File: src/rtl/wb_rr_arbiter.sv
`timescale 1ns/1ps
// Two-master round-robin Wishbone B4 classic arbiter; optional stall watchdog via WB_ARB_TIMEOUT_EN.
// Grant registered (1 cycle after cyc), held while granted cyc is high; losers wait with all responses at 0.
module wb_rr_arbiter #(
    parameter int ADDR_WIDTH     = 23,
    parameter int DATA_WIDTH     = 8,
    parameter int TIMEOUT_CYCLES = 255
) (
    input  logic                  clk_i,
    input  logic                  rst_i,
    input  logic                  wbm0_cyc_i,
    input  logic                  wbm0_stb_i,
    input  logic                  wbm0_we_i,
    input  logic [ADDR_WIDTH-1:0] wbm0_adr_i,
    input  logic [DATA_WIDTH-1:0] wbm0_dat_i,
    output logic                  wbm0_ack_o,
    output logic                  wbm0_err_o,
    output logic                  wbm0_rty_o,
    output logic [DATA_WIDTH-1:0] wbm0_dat_o,
    input  logic                  wbm1_cyc_i,
    input  logic                  wbm1_stb_i,
    input  logic                  wbm1_we_i,
    input  logic [ADDR_WIDTH-1:0] wbm1_adr_i,
    input  logic [DATA_WIDTH-1:0] wbm1_dat_i,
    output logic                  wbm1_ack_o,
    output logic                  wbm1_err_o,
    output logic                  wbm1_rty_o,
    output logic [DATA_WIDTH-1:0] wbm1_dat_o,
    output logic                  wbs_cyc_o,
    output logic                  wbs_stb_o,
    output logic                  wbs_we_o,
    output logic [ADDR_WIDTH-1:0] wbs_adr_o,
    output logic [DATA_WIDTH-1:0] wbs_dat_o,
    input  logic                  wbs_ack_i,
    input  logic                  wbs_err_i,
    input  logic                  wbs_rty_i,
    input  logic [DATA_WIDTH-1:0] wbs_dat_i,
    output logic [1:0]            grant_o
);

    typedef enum logic [1:0] {
        IDLE = 2'd0,
        GNT0 = 2'd1,
        GNT1 = 2'd2
    } state_t;

    state_t r_state;
    state_t w_next;
    logic   r_last;
    logic   w_tmo_err;

    always_ff @(posedge clk_i or posedge rst_i) begin
        if (rst_i) begin
            r_state <= IDLE;
            r_last  <= 1'b1;
        end else begin
            r_state <= w_next;
            if (r_state == GNT0 && !wbm0_cyc_i) r_last <= 1'b0;
            if (r_state == GNT1 && !wbm1_cyc_i) r_last <= 1'b1;
        end
    end

    always_comb begin
        w_next = r_state;
        case (r_state)
            IDLE: begin
                if (wbm0_cyc_i && wbm1_cyc_i) w_next = r_last ? GNT0 : GNT1;
                else if (wbm0_cyc_i)          w_next = GNT0;
                else if (wbm1_cyc_i)          w_next = GNT1;
            end
            GNT0:    if (!wbm0_cyc_i) w_next = IDLE;
            GNT1:    if (!wbm1_cyc_i) w_next = IDLE;
            default: w_next = IDLE;
        endcase
    end

`ifdef WB_ARB_TIMEOUT_EN
    localparam logic [15:0] TMO_LAST = 16'(TIMEOUT_CYCLES - 1);

    logic [15:0] r_tmo_cnt;
    logic        r_tmo_err;
    logic        w_req_stb;
    logic        w_stall;

    assign w_req_stb = (r_state == GNT0 && wbm0_cyc_i && wbm0_stb_i) ||
                       (r_state == GNT1 && wbm1_cyc_i && wbm1_stb_i);
    // The err cycle itself is not a stall: stb is forced low there.
    assign w_stall   = w_req_stb && !r_tmo_err && !(wbs_ack_i || wbs_err_i || wbs_rty_i);
    assign w_tmo_err = r_tmo_err;

    always_ff @(posedge clk_i or posedge rst_i) begin
        if (rst_i) begin
            r_tmo_cnt <= '0;
            r_tmo_err <= 1'b0;
        end else begin
            r_tmo_err <= 1'b0;
            if (!w_stall) begin
                r_tmo_cnt <= '0;
            end else if (r_tmo_cnt == TMO_LAST) begin
                r_tmo_cnt <= '0;
                r_tmo_err <= 1'b1;
            end else begin
                r_tmo_cnt <= r_tmo_cnt + 16'd1;
            end
        end
    end
`else
    logic w_unused_tmo;
    assign w_unused_tmo = (TIMEOUT_CYCLES != 0);
    assign w_tmo_err    = 1'b0;
`endif

    // Responses are gated by the granted cyc so a late ack after an abort is dropped.
    always_comb begin
        wbs_cyc_o  = 1'b0;
        wbs_stb_o  = 1'b0;
        wbs_we_o   = 1'b0;
        wbs_adr_o  = '0;
        wbs_dat_o  = '0;
        wbm0_ack_o = 1'b0;
        wbm0_err_o = 1'b0;
        wbm0_rty_o = 1'b0;
        wbm0_dat_o = '0;
        wbm1_ack_o = 1'b0;
        wbm1_err_o = 1'b0;
        wbm1_rty_o = 1'b0;
        wbm1_dat_o = '0;
        grant_o    = 2'b00;
        case (r_state)
            GNT0: begin
                grant_o    = 2'b01;
                wbs_cyc_o  = wbm0_cyc_i;
                wbs_stb_o  = wbm0_cyc_i && wbm0_stb_i && !w_tmo_err;
                wbs_we_o   = wbm0_we_i;
                wbs_adr_o  = wbm0_adr_i;
                wbs_dat_o  = wbm0_dat_i;
                wbm0_ack_o = wbm0_cyc_i && wbs_ack_i && !w_tmo_err;
                wbm0_err_o = (wbm0_cyc_i && wbs_err_i && !w_tmo_err) || w_tmo_err;
                wbm0_rty_o = wbm0_cyc_i && wbs_rty_i && !w_tmo_err;
                wbm0_dat_o = wbs_dat_i;
            end
            GNT1: begin
                grant_o    = 2'b10;
                wbs_cyc_o  = wbm1_cyc_i;
                wbs_stb_o  = wbm1_cyc_i && wbm1_stb_i && !w_tmo_err;
                wbs_we_o   = wbm1_we_i;
                wbs_adr_o  = wbm1_adr_i;
                wbs_dat_o  = wbm1_dat_i;
                wbm1_ack_o = wbm1_cyc_i && wbs_ack_i && !w_tmo_err;
                wbm1_err_o = (wbm1_cyc_i && wbs_err_i && !w_tmo_err) || w_tmo_err;
                wbm1_rty_o = wbm1_cyc_i && wbs_rty_i && !w_tmo_err;
                wbm1_dat_o = wbs_dat_i;
            end
            default: ;
        endcase
    end

endmodule

File: config.mk
export PLATFORM = sky130hd
export DESIGN_NAME = wb_rr_arbiter
export DESIGN_NICKNAME = d
export VERILOG_FILES = /design/src/rtl/wb_rr_arbiter.sv
export SDC_FILE = /design/constraint.sdc
export NUM_CORES = 1
export LEC_CHECK = 0
export CAP_MARGIN = 10
export CORE_UTILIZATION = 25
export CTS_CLUSTER_DIAMETER = 120
export DETAILED_ROUTE_END_ITERATION = 12
export GPL_TIMING_DRIVEN = 0
export PLACE_DENSITY_LB_ADDON = 0.2
export REMOVE_ABC_BUFFERS = 1
export SLEW_MARGIN = 10
export SYNTH_ARGS = -nofsm -noshare
export SYNTH_HDL_FRONTEND = slang
export SYNTH_SLANG_ARGS = --single-unit
File: constraint.sdc
create_clock -name clk_i -period 2.6 [get_ports clk_i]
set_input_delay 0.52 -clock clk_i [delete_from_list [all_inputs] [get_ports clk_i]]
set_output_delay 0.52 -clock clk_i [all_outputs]
set_load 0.1 [all_outputs]
Fig. 1: run 1, cell sizes after repair
(4 px per µm)
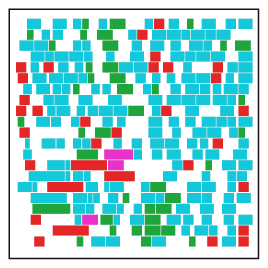
[magenta] drive 6 and up | cells: 3 | share: 1.2%
[red] drive 3 to 4 | cells: 32 | share: 12%
[cyan] drive 1 or less | cells: 183 | share: 71%
[green] drive 2 | cells: 40 | share: 16%

Fig. 2: run 1, placement by cell class
(8 px per µm)
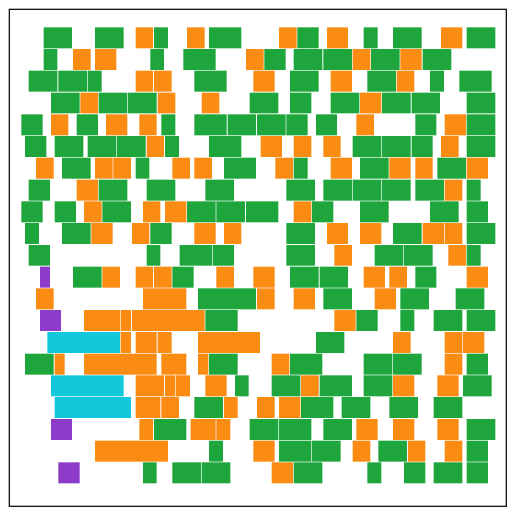
[purple] clock drivers and dummy loads | cells: 4 | share of their area: 1.2%
[cyan] flip-flops | cells: 3 | share of their area: 3.5%
[orange] all other logic | cells: 109 | share of their area: 37%
[green] other buffers and delay cells | cells: 142 | share of their area: 59%

Fig. 3: run 1, the clock network
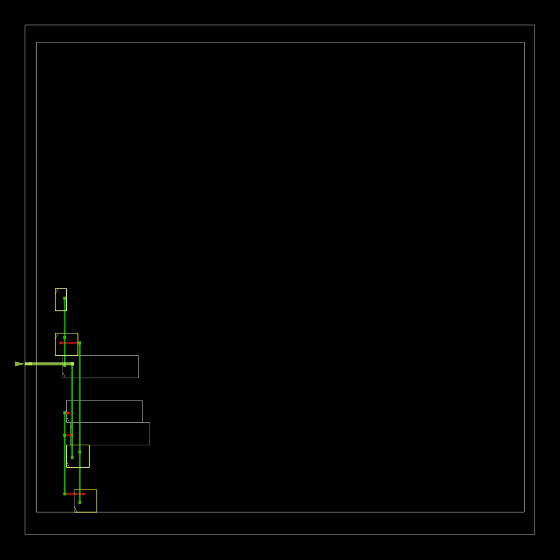
registers: 3
Setup Skew: 0.00119 ns
CLK BUF: 4
Num CTS Buffers: 3

==> deck_impl_summary.md, run 1 <==
Flow Results at a Glance

STA
  – Worst-margin pin slew: 0.560 ns
  – Slew HR: 0.629
  – Max Slew Vio Count: 0
  – Tmin final: about 2.5 ns
  – F_max: 397 MHz
  – Tcrit/Tclk final: 0.969
  – Fin. Hold Viols: 0

Critical path
  – Category of the worst setup path launch point: input port
  – CP peak stage delay: about 0.67 ns
  – Crit Path Class: in -> out
  – Slowest library cell on the worst path: clkdlybuf4s50_1
  – Crit-path cells: clkdlybuf4s50_1 -> and3_2 -> clkdlybuf4s15_2
  – RR Startpoint: r_state[1]
  – Buf+Inv Stages, Crit Path: 2
  – Critical Path RT: 2.08 ns
  – Crit path launch: wbm0_cyc_i
  – Worst EP arrival: 2.00 ns
  – Worst setup EP type: output port
  – Largest fanout on the critical path: 9
  – Top delay family on crit path: buffers and inverters

Clock tree
  – CTS Hold Bufs: 0
  – Latency at later pin: roughly 0.23 ns
  – CTS max path bufs: 2
  – Clk sinks: 3
  – H-Tree Depth: 1
  – Clk pin slew, worst setup/hold paths: ~0.04 ns
  – CTS tree: built
  – Root buf cell: clkbuf_4

Power and ir drop
  – Peak VDD IR: ~870 µV
  – Comb power frac: 0.944
  – Net Switching: 2.28 mW
  – Clock Power Share: 0.025
  – Internal power: between 0.8 and 0.9 mW
  – Sw Share: 0.720
  – Lkg Pwr: around 0.95 nW
  – PD cells: ~1400 nW/µm²
  – Sequential share of power: 0.031

Global routing
  – All-Layer GR Usage: 0.215
  – First-pass GRT wire length: about 6100 µm
  – Largest net degree at the start of global routing: 42
  – Global route overflow: 0
  – Vias in the first global route: around 1200

Finish
  – Antenna Cells: 0
  – Non-filler cells, final: 304
  – Layout Nets: between 300 and 400
  – Most numerous logic cell after layout: clkdlybuf4s50_1
  – Top cells excl fill/tap: clkdlybuf4s50_1, a22oi_1, nor2b_1
  – Share of cells above drive strength 1: 0.291
  – Final Cell Area: between 2000 and 2500 µm²

Job
  – Max-Cap Viols: 0
  – Tool Warnings: 30

Placed design
  – Hpwl dp: between 3000 and 4000 µm
  – PortBufs: between 100 and 150
  – Placed cell count: roughly 300
  – Gpl congestion: 0.808
  – Placed cell area: around 2300 µm²

Die
  – Die Y: slightly above 60 µm
  – Pre-Place Util: 0.265
  – Die X: roughly 62 µm
  – Core area: 3390 µm²
  – Std-Cell Rows: 21
  – IO Count: about 140

Min path
  – HP Class: in -> async

Routing
  – Drt drc: 0
  – Via count: between 1000 and 1500
  – Drt wl/cell: between 15 and 20 µm
  – First-pass DRT Iterations: 4
  – Antenna-violating nets left: 0
  – Routed wire length: a little under 5000 µm
  – DR vias/cell: 4.70
  – Number of DRC markers in iteration 0: roughly 80

Synth
  – Yosys warnings: 0
  – #FFs+latches synth: 3
  – Yosys top cell area share: 0.267
  – Unique masters post-synth: 23
  – Syn avg cell area: 7.24 µm²
  – Synth area leader: a22oi_1
  – Sequential-to-total area share from yosys stat: 0.0850
  – Cell area after synthesis: 898 µm²
  – Yosys cell count: 124
  – Gate Count Post-Synth: ~120
  – Top post-synthesis cells by area: a22oi_1, nor2b_1, and2_1, ha_1, dfrtp_1
  – Yosys synthesis chip area: between 800 and 900 µm²

Status
  – Status: complete, no violations
-- run 1: synthesized netlist by cell type (all sizes together) --
library cell / instances
ha: 5
nand2b: 1
dfrtp: 2
a21boi: 2
inv: 5
a22oi: 33
dfstp: 1
a22o: 1
nand3: 2
buf: 7
nor2b: 32
o21ai: 2
clkbuf: 5
and2: 16
and3: 6
a21oi: 1
a32o: 1
o2111ai: 1
and2b: 1
-- run 1: metrics by stage --
step                      total power [mW]   TNS, ns  setup WS [ns]  hold WS, ns  utilization
after detailed placement              3.08    -43.01          -1.11        0.561        0.674
final                                 3.16         0         0.0796        0.452        0.667
after CTS                             3.12     -3.49         -0.152        0.445        0.686
after global placement                3.08    -49.47          -1.18        0.565        0.673
after floorplan                       2.37    -47.05          -1.38        0.273            -
after global routing                  3.31  -0.00382       -0.00382        0.456        0.667
-- run 1: power groups by stage --
stage	Sequential [mW]	Clock, mW	Combinational (mW)
2_1_floorplan	0.0879	0	2.28
4_1_cts	0.0969	0.0837	2.94
3_5_place_dp	0.0918	0	2.99
6_report	0.0967	0.0788	2.99
5_1_grt	0.101	0.0901	3.12
3_3_place_gp	0.0915	0	2.99
-- run 1: state kept, by name, summed over array words and instances (netlist names) --
name     count
r_state      2
r_last       1
-- run 1: worst paths after layout --
| check | end | slack (ns) | cells after the start |
|---|---|---|---|
| worst max-delay path | wbm0_ack_o | 0.08 | 3 |
| worst min-delay path | r_state[1] | 0.45 | 2 |
| worst max register to register | r_state[1] | 1.12 | 5 |
| worst min register to register | r_last | 0.57 | 1 |
| max in group asynchronous | r_last | 1.94 | 2 |
| min in group clk_i | r_last | 0.57 | 1 |
-- run 1: area by class of cell --
type | instances | area [µm²]
repair buffers | 142 | 1290
fillers | 318 | 1130
multi-input cells | 104 | 788
flip-flops and latches | 3 | 76.3
well taps | 46 | 57.6
clock buffers | 4 | 26.3
inverters | 5 | 18.8
-- run 1: cell families (layout without fill, tap and decap cells) --
kind of cell | Yosys count | count (layout) | share of synthesized area
compound gates | 41 | 41 | 0.355
fa+ha+maj | 5 | 5 | 0.0696
simple gates | 58 | 58 | 0.408
flops | 3 | 3 | 0.0850
buf+inv | 17 | 151 | 0.0822
-- run 1: layer usage --
layer | up-vias | part of all wire | track usage
li1 | 714 | - | -
met1 | 644 | 0.40 | 0.287
met2 | 68 | 0.50 | 0.345
met3 | 4 | 0.092 | 0.0476
met4 | 0 | 0.0081 | 0.0635
met5 | - | 0 | 0
-- run 1: timing repair --
action | 4_1_cts | 5_1_grt
pin swaps | 0 | 1
setup buffers | 0 | 4
endpoints found under the setup margin | 58 | 54
resized | 217 | 76
==> inputs of run 2 (changes only) <==
--- a/config.mk
+++ b/config.mk
@@ -8,6 +8,7 @@
 export CAP_MARGIN = 10
 export CORE_UTILIZATION = 25
 export CTS_CLUSTER_DIAMETER = 120
+export CTS_CLUSTER_SIZE = 10
 export DETAILED_ROUTE_END_ITERATION = 12
 export GPL_TIMING_DRIVEN = 0
 export PLACE_DENSITY_LB_ADDON = 0.2
==> constraint.sdc (replaced) <==
create_clock -name clk_i -period 2.6 [get_ports clk_i]
set_input_delay 0.78 -clock clk_i [delete_from_list [all_inputs] [get_ports clk_i]]
set_output_delay 0.78 -clock clk_i [all_outputs]
set_load 0.1 [all_outputs]
Fig. 4: run 2, placement by cell class
(8 px per µm)
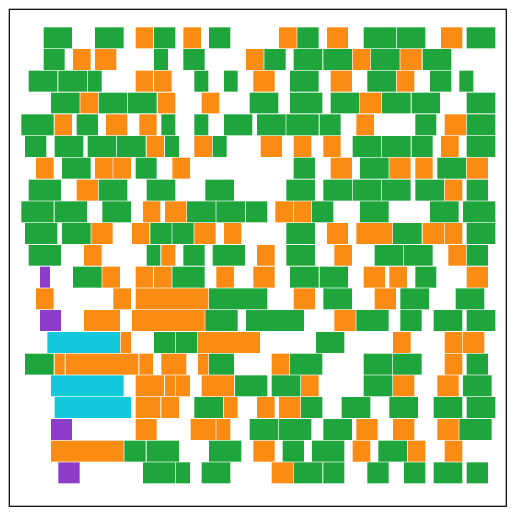
[green] other buffers and delay cells | cells: 147 | share of their area: 60%
[cyan] flip-flops | cells: 3 | share of their area: 3.3%
[purple] clock drivers and dummy loads | cells: 4 | share of their area: 1.1%
[orange] all other logic | cells: 109 | share of their area: 36%

Fig. 5: run 2, signal metal coverage by tile
(6 px per µm) The die is cut into 12 by 12 equal tiles; dark purple is low, yellow is high, scaled to the fullest tile. Values are wire area over tile area, all layers added.
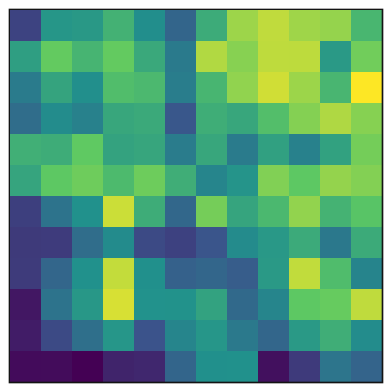
fullest tile: 0.39
nearly empty tiles: 0.70%
emptiest ninth of the die: south-west
mean over tiles: 0.21
tiles over half the peak: 60%

Fig. 6: run 2, the clock network
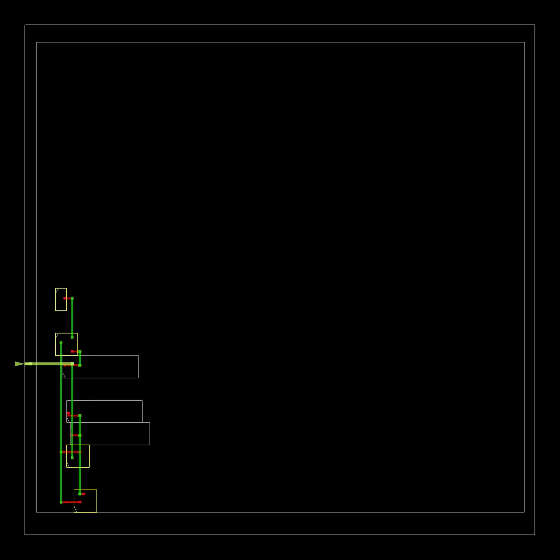
clock network power: 0.0799 mW
clk sinks: 3
Setup Skew: 0.000262 ns

==> run 2 against run 1 <==
Die size did not move. Clock skew fell by 0.00093 ns. Global-route usage is 2.7 points higher. Synthesized cell count unchanged. Combinational power rose by 6%. Count of clock-buffer cells in the layout stayed put. Clock power increased by 1%. Sequential cell count unchanged. First-iteration DRC count up 9.9%. Non-clock buffer count increased by 5. Final area increased by 4.8%. Largest power group unchanged.
==> deck_impl_summary.md, run 2 <==
Flow Results at a Glance

Routing
  – Routed wire length: 5100 µm (+2.8%)
  – Antenna-violating nets left: 0 (unchanged)
  – Drt drc: 0 (unchanged)
  – First-pass DRT Iterations: 4 (unchanged)
  – Drt wl/cell: 16.5 µm (+1.2%)
  – Via count: 1445 (+1.0%)
  – DR vias/cell: 4.68 (-0.59%)
  – Number of DRC markers in iteration 0: 89 (+9.9%)

Global routing
  – First-pass GRT wire length: 6800 µm (+12%)
  – Largest net degree at the start of global routing: 35 (-17%)
  – All-Layer GR Usage: 0.243 (+0.0274)
  – Vias in the first global route: 1242 (+6.6%)
  – Global route overflow: 0 (unchanged)

Clock tree
  – CTS tree: built
  – CTS max path bufs: 2 (unchanged)
  – Num CTS Buffers: 3 (unchanged)
  – H-Tree Depth: 1 (unchanged)
  – Latency at later pin: 0.23 ns (about the same)
  – Clk pin slew, worst setup/hold paths: 0.04 ns (about the same)
  – Root buf cell: clkbuf_4

Finish
  – Top cells excl fill/tap: clkdlybuf4s50_1, nor2b_1, a22oi_1
  – Layout Nets: 350 (+1.4%)
  – Antenna Cells: 0 (unchanged)
  – Final Cell Area: 2370 µm² (+4.8%)
  – Non-filler cells, final: 309 (+1.6%)
  – FF+latch area: 76.3 µm² (unchanged)
  – Filler cells: 290 (-8.8%)
  – Largest registers: r_state: 2 flops, r_last: 1 flops
  – Post-Route Utilization: 0.699 (+0.0317)
  – Area of the multi-input gates: 807 µm² (+2.4%)
  – Biggest register: r_state
  – Max reg flops: 2 (unchanged)
  – Most numerous logic cell after layout: clkdlybuf4s50_1

Critical path
  – Worst setup EP type: output port
  – R2R Setup Slk: 0.87 ns (-0.25 ns)
  – Buf+Inv Stages, Crit Path: 2 (unchanged)
  – Crit Path Class: in -> out
  – Critical Path RT: 1.82 ns (-0.26 ns)
  – Category of the worst setup path launch point: input port
  – Crit-path cells: clkdlybuf4s50_1 -> and2_1 -> buf_2
  – R2r endpoint: r_state[0]
  – R2r worst-path depth: 7 (+2)
  – Worst EP arrival: 1.80 ns (-0.20 ns)
  – Slowest library cell on the worst path: clkdlybuf4s50_1
  – CP peak stage delay: 0.46 ns (-0.21 ns)
  – RR Startpoint: r_state[1]

Synth
  – Yosys synthesis chip area: 898 µm² (unchanged)
  – Yosys cell count: 124 (unchanged)
  – Gate Count Post-Synth: 124 (unchanged)
  – Syn avg cell area: 7.24 µm² (unchanged)
  – AO/OA Area Share: 0.355 (unchanged)
  – Sequential-to-total area share from yosys stat: 0.0850 (unchanged)
  – Multiplexer share: 0 (unchanged)
  – #FFs+latches synth: 3 (unchanged)
  – Adder Area Share: 0.0696 (unchanged)
  – Top post-synthesis cells by area: a22oi_1, nor2b_1, and2_1, ha_1, dfrtp_1
  – Yosys warnings: 0 (unchanged)
  – XOR Share, Synth: 0 (unchanged)
  – EDFF count, synth: 0 (unchanged)
  – Unique masters post-synth: 23 (unchanged)
  – Simple share: 0.408 (unchanged)
  – Dominant Register Cell: dfrtp_1
  – Yosys top cell area share: 0.267 (unchanged)
  – Comb area leader: simple AND/OR/NAND/NOR gates
  – Fraction of registers with async set/reset: 1.00 (unchanged)
  – Top post-synthesis cells by count: a22oi_1, nor2b_1, and2_1

STA
  – Hold_ws: 0.570 ns (+0.118 ns)
  – Tmin final: 2.58 ns (+0.0565 ns)
  – F_max: 388 MHz (-2.2%)
  – Fin. Hold Viols: 0 (unchanged)
  – Setup TNS: 0 ns (unchanged)
  – Tcrit/Tclk final: 0.991 (+0.0217)
  – Slew HR: 0.641 (+0.0121)
  – Max Slew Vio Count: 0 (unchanged)
  – Fin worst setup slack: 0.0231 ns (-0.0565 ns)

Placed design
  – Placed cell area: 2280 µm² (unchanged)
  – Gpl congestion: 0.808 (unchanged)
  – Minimum setup slack after placement: -1.37 ns (-0.260 ns)
  – Placed cell count: 296 (unchanged)

Status
  – Status: complete, no violations

Die
  – IO Count: 139 (unchanged)
  – Core area: 3390 µm² (unchanged)
  – Pre-Place Util: 0.265 (unchanged)
  – Die Y: 61.9 µm (unchanged)
  – Die X: 61.9 µm (unchanged)
  – Std-Cell Rows: 21 (unchanged)

Min path
  – Hold Path Sink: r_last
  – WHS Path Cells: 1

Job
  – Max-Cap Viols: 0 (unchanged)
  – Tool Warnings: 29 (-3.3%)

Power and ir drop
  – Lkg Pwr: 1.02 nW (+8.2%)
  – PD cells: 1420 nW/µm² (+1.3%)
  – Peak VDD IR: 1200 µV (+38%)
  – Pwr Total: 3.36 mW (+6.1%)
run 2: layout make-up:
type,count,area share
Clock buffer,4,0.0111
Inverter,5,0.00898
Multi-Input combinational cell,104,0.341
Sequential cell,3,0.0322
Tap cell,46,0.0243
Timing Repair Buffer,147,0.583
run 2: how the worst max path moves through the flow:
stage | startpoint | to | slack (ns) | depth (start not counted)
after floorplan | r_state[0] | wbs_adr_o[0] | -1.64 | 4
after global placement | r_state[1] | wbs_dat_o[6] | -1.44 | 5
after detailed placement | r_state[0] | wbs_dat_o[2] | -1.37 | 5
after CTS | r_state[0] | grant_o[1] | 0.003 | 4
after global routing | wbs_dat_i[0] | wbm1_dat_o[0] | 0.002 | 3
final | wbs_dat_i[2] | wbm0_dat_o[2] | 0.02 | 3
run 2: kinds of logic after synthesis:
group,after synthesis
buffers and inverters,17
DFF,3
adders and majority gates,5
AOI/OAI and AO/OA,41
and+or+nand+nor,58
run 2: timing repair:
action / 4_1_cts / 5_1_grt
pin swaps: 3 / 0
gates resized: 342 / 27
hold buffers: 0 / 0
setup buffers: 9 / 0
setup endpoints to repair: 58 / 46
gates cloned: 0 / 0
run 2: power breakdown:
| group | switching (mW) | total (mW) | internal, mW |
|---|---|---|---|
| clock network | 0.0225 | 0.0799 | 0.0574 |
| registers | 0.0204 | 0.0942 | 0.0738 |
| logic | 2.29 | 3.18 | 0.894 |
| total | 2.33 | 3.36 | 1.03 |
run 2: per-layer routing:
layer	up-vias	wire, µm	global-route usage
met4	0	34	0.0571
met1	651	2090	0.316
met5	-	0	0
li1	728	-	-
met3	4	419	0.0455
met2	62	2560	0.412
==> inputs of run 3 (changes only) <==
--- a/config.mk
+++ b/config.mk
@@ -6,6 +6,7 @@
 export NUM_CORES = 1
 export LEC_CHECK = 0
 export CAP_MARGIN = 10
+export CORE_ASPECT_RATIO = 1.1
 export CORE_UTILIZATION = 25
 export CTS_CLUSTER_DIAMETER = 120
 export CTS_CLUSTER_SIZE = 10
Fig. 7: run 3, the clock network
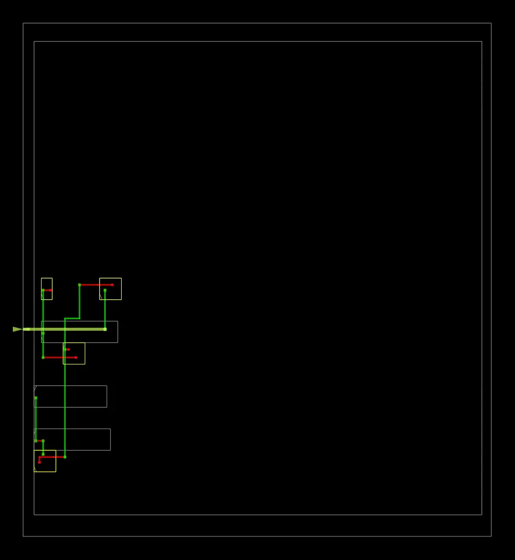
Latency at later pin: 0.23 ns
clock network power: 0.0812 mW

Fig. 8: run 3, M3 wires
(6 px per µm)
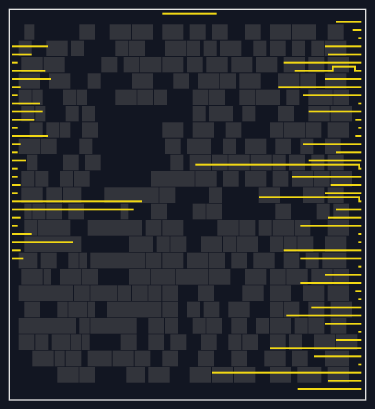
longest straight run: 27.1 µm
main direction: horizontal
share of all routed wire: 9.6%
nets with wire on the layer: 74

Fig. 9: run 3, placement by cell class
(8 px per µm)
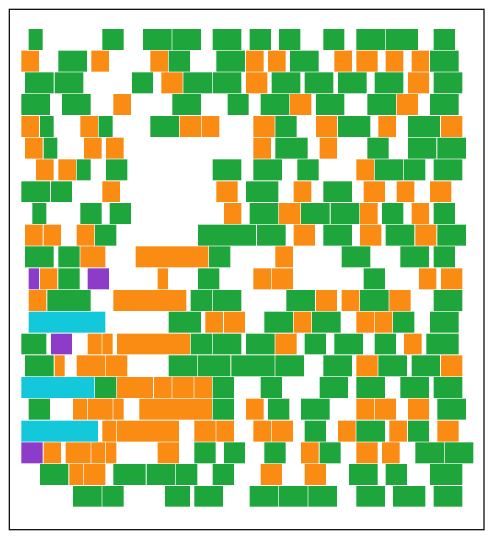
[cyan] flip-flops | cells: 3 | share of their area: 3.4%
[orange] all other logic | cells: 109 | share of their area: 36%
[purple] clock drivers and dummy loads | cells: 4 | share of their area: 1.2%
[green] other buffers and delay cells | cells: 146 | share of their area: 59%

==> run 3 against run 2 <==
Setup slack worse by 0.010 ns. First-iteration DRC count is 3.4% higher. Global-route usage is 2.1 points lower. Combinational power is 3% lower. Sequential cell count stayed put. Non-clock buffer count is 1 lower. Largest power group unchanged.
==> deck_impl_summary.md, run 3 <==
Flow Results at a Glance

STA
  – F_max: 387 MHz (-0.39%)
  – Hold_ws: 0.566 ns (-0.00424 ns)
  – Fin worst setup slack: 0.0131 ns (-0.00997 ns)
  – Slew HR: 0.639 (-0.00148)
  – Setup Skew: 0.00395 ns (+0.00369 ns)
  – Max Slew Vio Count: 0 (unchanged)
  – Setup TNS: 0 ns (unchanged)
  – Tcrit/Tclk final: 0.995 (+0.00384)
  – Fin. Hold Viols: 0 (unchanged)

Placed design
  – Minimum setup slack after placement: -1.25 ns (+0.121 ns)
  – Gpl congestion: 0.720 (-11%)

Synth
  – EDFF count, synth: 0 (unchanged)
  – XOR Share, Synth: 0 (unchanged)
  – Gate Count Post-Synth: 124 (unchanged)
  – Simple share: 0.408 (unchanged)
  – Yosys synthesis chip area: 898 µm² (unchanged)
  – Dominant Register Cell: dfrtp_1
  – Yosys cell count: 124 (unchanged)
  – Comb area leader: simple AND/OR/NAND/NOR gates
  – Top post-synthesis cells by area: a22oi_1, nor2b_1, and2_1, ha_1, dfrtp_1
  – Yosys warnings: 0 (unchanged)
  – Syn avg cell area: 7.24 µm² (unchanged)
  – Fraction of registers with async set/reset: 1.00 (unchanged)
  – Top post-synthesis cells by count: a22oi_1, nor2b_1, and2_1
  – Unique masters post-synth: 23 (unchanged)
  – Sequential-to-total area share from yosys stat: 0.0850 (unchanged)
  – Multiplexer share: 0 (unchanged)
  – Adder Area Share: 0.0696 (unchanged)
  – AO/OA Area Share: 0.355 (unchanged)

Critical path
  – Category of the worst setup path launch point: input port
  – Worst EP arrival: 1.81 ns (about the same)
  – Crit-path cells: clkdlybuf4s50_1 -> and2_1 -> buf_2
  – Critical Path RT: 1.82 ns (about the same)
  – Buf+Inv Stages, Crit Path: 2 (unchanged)
  – Crit Path Class: in -> out

Routing
  – Routed wire length: 4570 µm (-10%)
  – First-pass DRT Iterations: 4 (unchanged)
  – DR vias/cell: 4.73 (+1.2%)
  – Drt drc: 0 (unchanged)

Clock tree
  – Root buf cell: clkbuf_4
  – H-Tree Depth: 1 (unchanged)
  – Clk pin slew, worst setup/hold paths: 0.03 ns (about the same)
  – CTS max path bufs: 2 (unchanged)
  – Clk sinks: 3 (unchanged)
  – Num CTS Buffers: 3 (unchanged)

Power and ir drop
  – Clock Power Share: 0.025 (about the same)
  – Peak VDD IR: 784 µV (-35%)
  – Sequential share of power: 0.032 (+0.004)
  – PD cells: 1410 nW/µm² (-0.60%)
  – Lkg Pwr: 1.01 nW (-1.3%)
  – Sw Share: 0.696 (+0.00180)
  – Internal power: 0.996 mW (-2.9%)
  – Comb power frac: 0.944 (-0.004)

Global routing
  – Vias in the first global route: 1288 (+3.7%)
  – Global route overflow: 0 (unchanged)
  – First-pass GRT wire length: 6530 µm (-3.9%)
  – Largest net degree at the start of global routing: 35 (unchanged)

Die
  – IO Count: 139 (unchanged)
  – Die Y: 64.9 µm (+4.7%)
  – Std-Cell Rows: 22 (+4.8%)
  – Core area: 3390 µm² (-0.11%)

Finish
  – Antenna Cells: 0 (unchanged)
  – Layout Nets: 349 (-0.29%)
  – Max reg flops: 2 (unchanged)
  – Most numerous logic cell after layout: clkdlybuf4s50_1
  – Largest registers: r_state: 2 flops, r_last: 1 flops

Status
  – Status: complete, no violations

Job
  – Tool Warnings: 29 (unchanged)
  – Max-Cap Viols: 0 (unchanged)
==> run 3: power by group through the flow <==
stage | Sequential [mW] | Combinational [mW] | Clock, mW
after CTS | 0.100 | 3.05 | 0.0863
after floorplan | 0.0879 | 2.28 | 0
after detailed placement | 0.0914 | 2.98 | 0
after global routing | 0.106 | 3.22 | 0.0859
after global placement | 0.0912 | 2.97 | 0
final | 0.104 | 3.09 | 0.0812
==> run 3: layout make-up <==
cell class              instances  area [µm²]
repair buffers                146        1350
fillers                       302        1060
multi-input cells             104         798
flip-flops and latches          3        77.6
well taps                      48        60.1
clock buffers                   4        26.3
inverters                       5        18.8
==> run 3: worst reg2reg max path, cell delays in order (launching register included) <==
cell and delay [ns]:
dfrtp_2 0.43, inv_2 0.10, ha_4 0.19, buf_8 0.16, a22oi_4 0.21, buf_4 0.14
a21boi_0 0.19, o21ai_1 0.09
==> run 3: timing repair <==
item	CTS	global route
endpoints found under the setup margin	58	36
gates resized	347	11
pin swaps	2	1
buffers inserted	5	3
==> run 3: worst paths after layout <==
kind                              startpoint             to  slack [ns]  cells past startpoint
worst max-delay path            wbs_dat_i[0]  wbm0_dat_o[0]        0.01                      3
worst min-delay path                  r_last         r_last        0.57                      1
worst max register to register    r_state[1]     r_state[0]        0.96                      7
worst min register to register        r_last         r_last        0.57                      1
max in group asynchronous              rst_i         r_last        1.68                      2
min in group asynchronous              rst_i     r_state[1]        0.71                      2
==> run 3: routing by layer <==
layer,GRT usage,part of all wire,up-vias
li1,-,-,719
met5,0,0,-
met3,0.0439,0.096,0
met4,0.0357,0,0
met1,0.293,0.42,673
met2,0.372,0.49,75
==> run 3: logic make-up after synthesis <==
group	count (synthesis)
buf+inv	17
compound gates	41
flops	3
fa+ha+maj	5
simple gates	58
==> run 3: metrics by stage <==
stage / util / power, mW / instances / area [µm²]
after floorplan: - / 2.37 / 112 / 843
after global placement: 0.675 / 3.06 / 298 / 2280
after detailed placement: 0.676 / 3.07 / 298 / 2290
after CTS: 0.669 / 3.23 / 307 / 2260
after global routing: 0.688 / 3.41 / 310 / 2330
final: 0.688 / 3.28 / 310 / 2330
Power figures rest on the tool's default switching activity, not on a simulated workload.
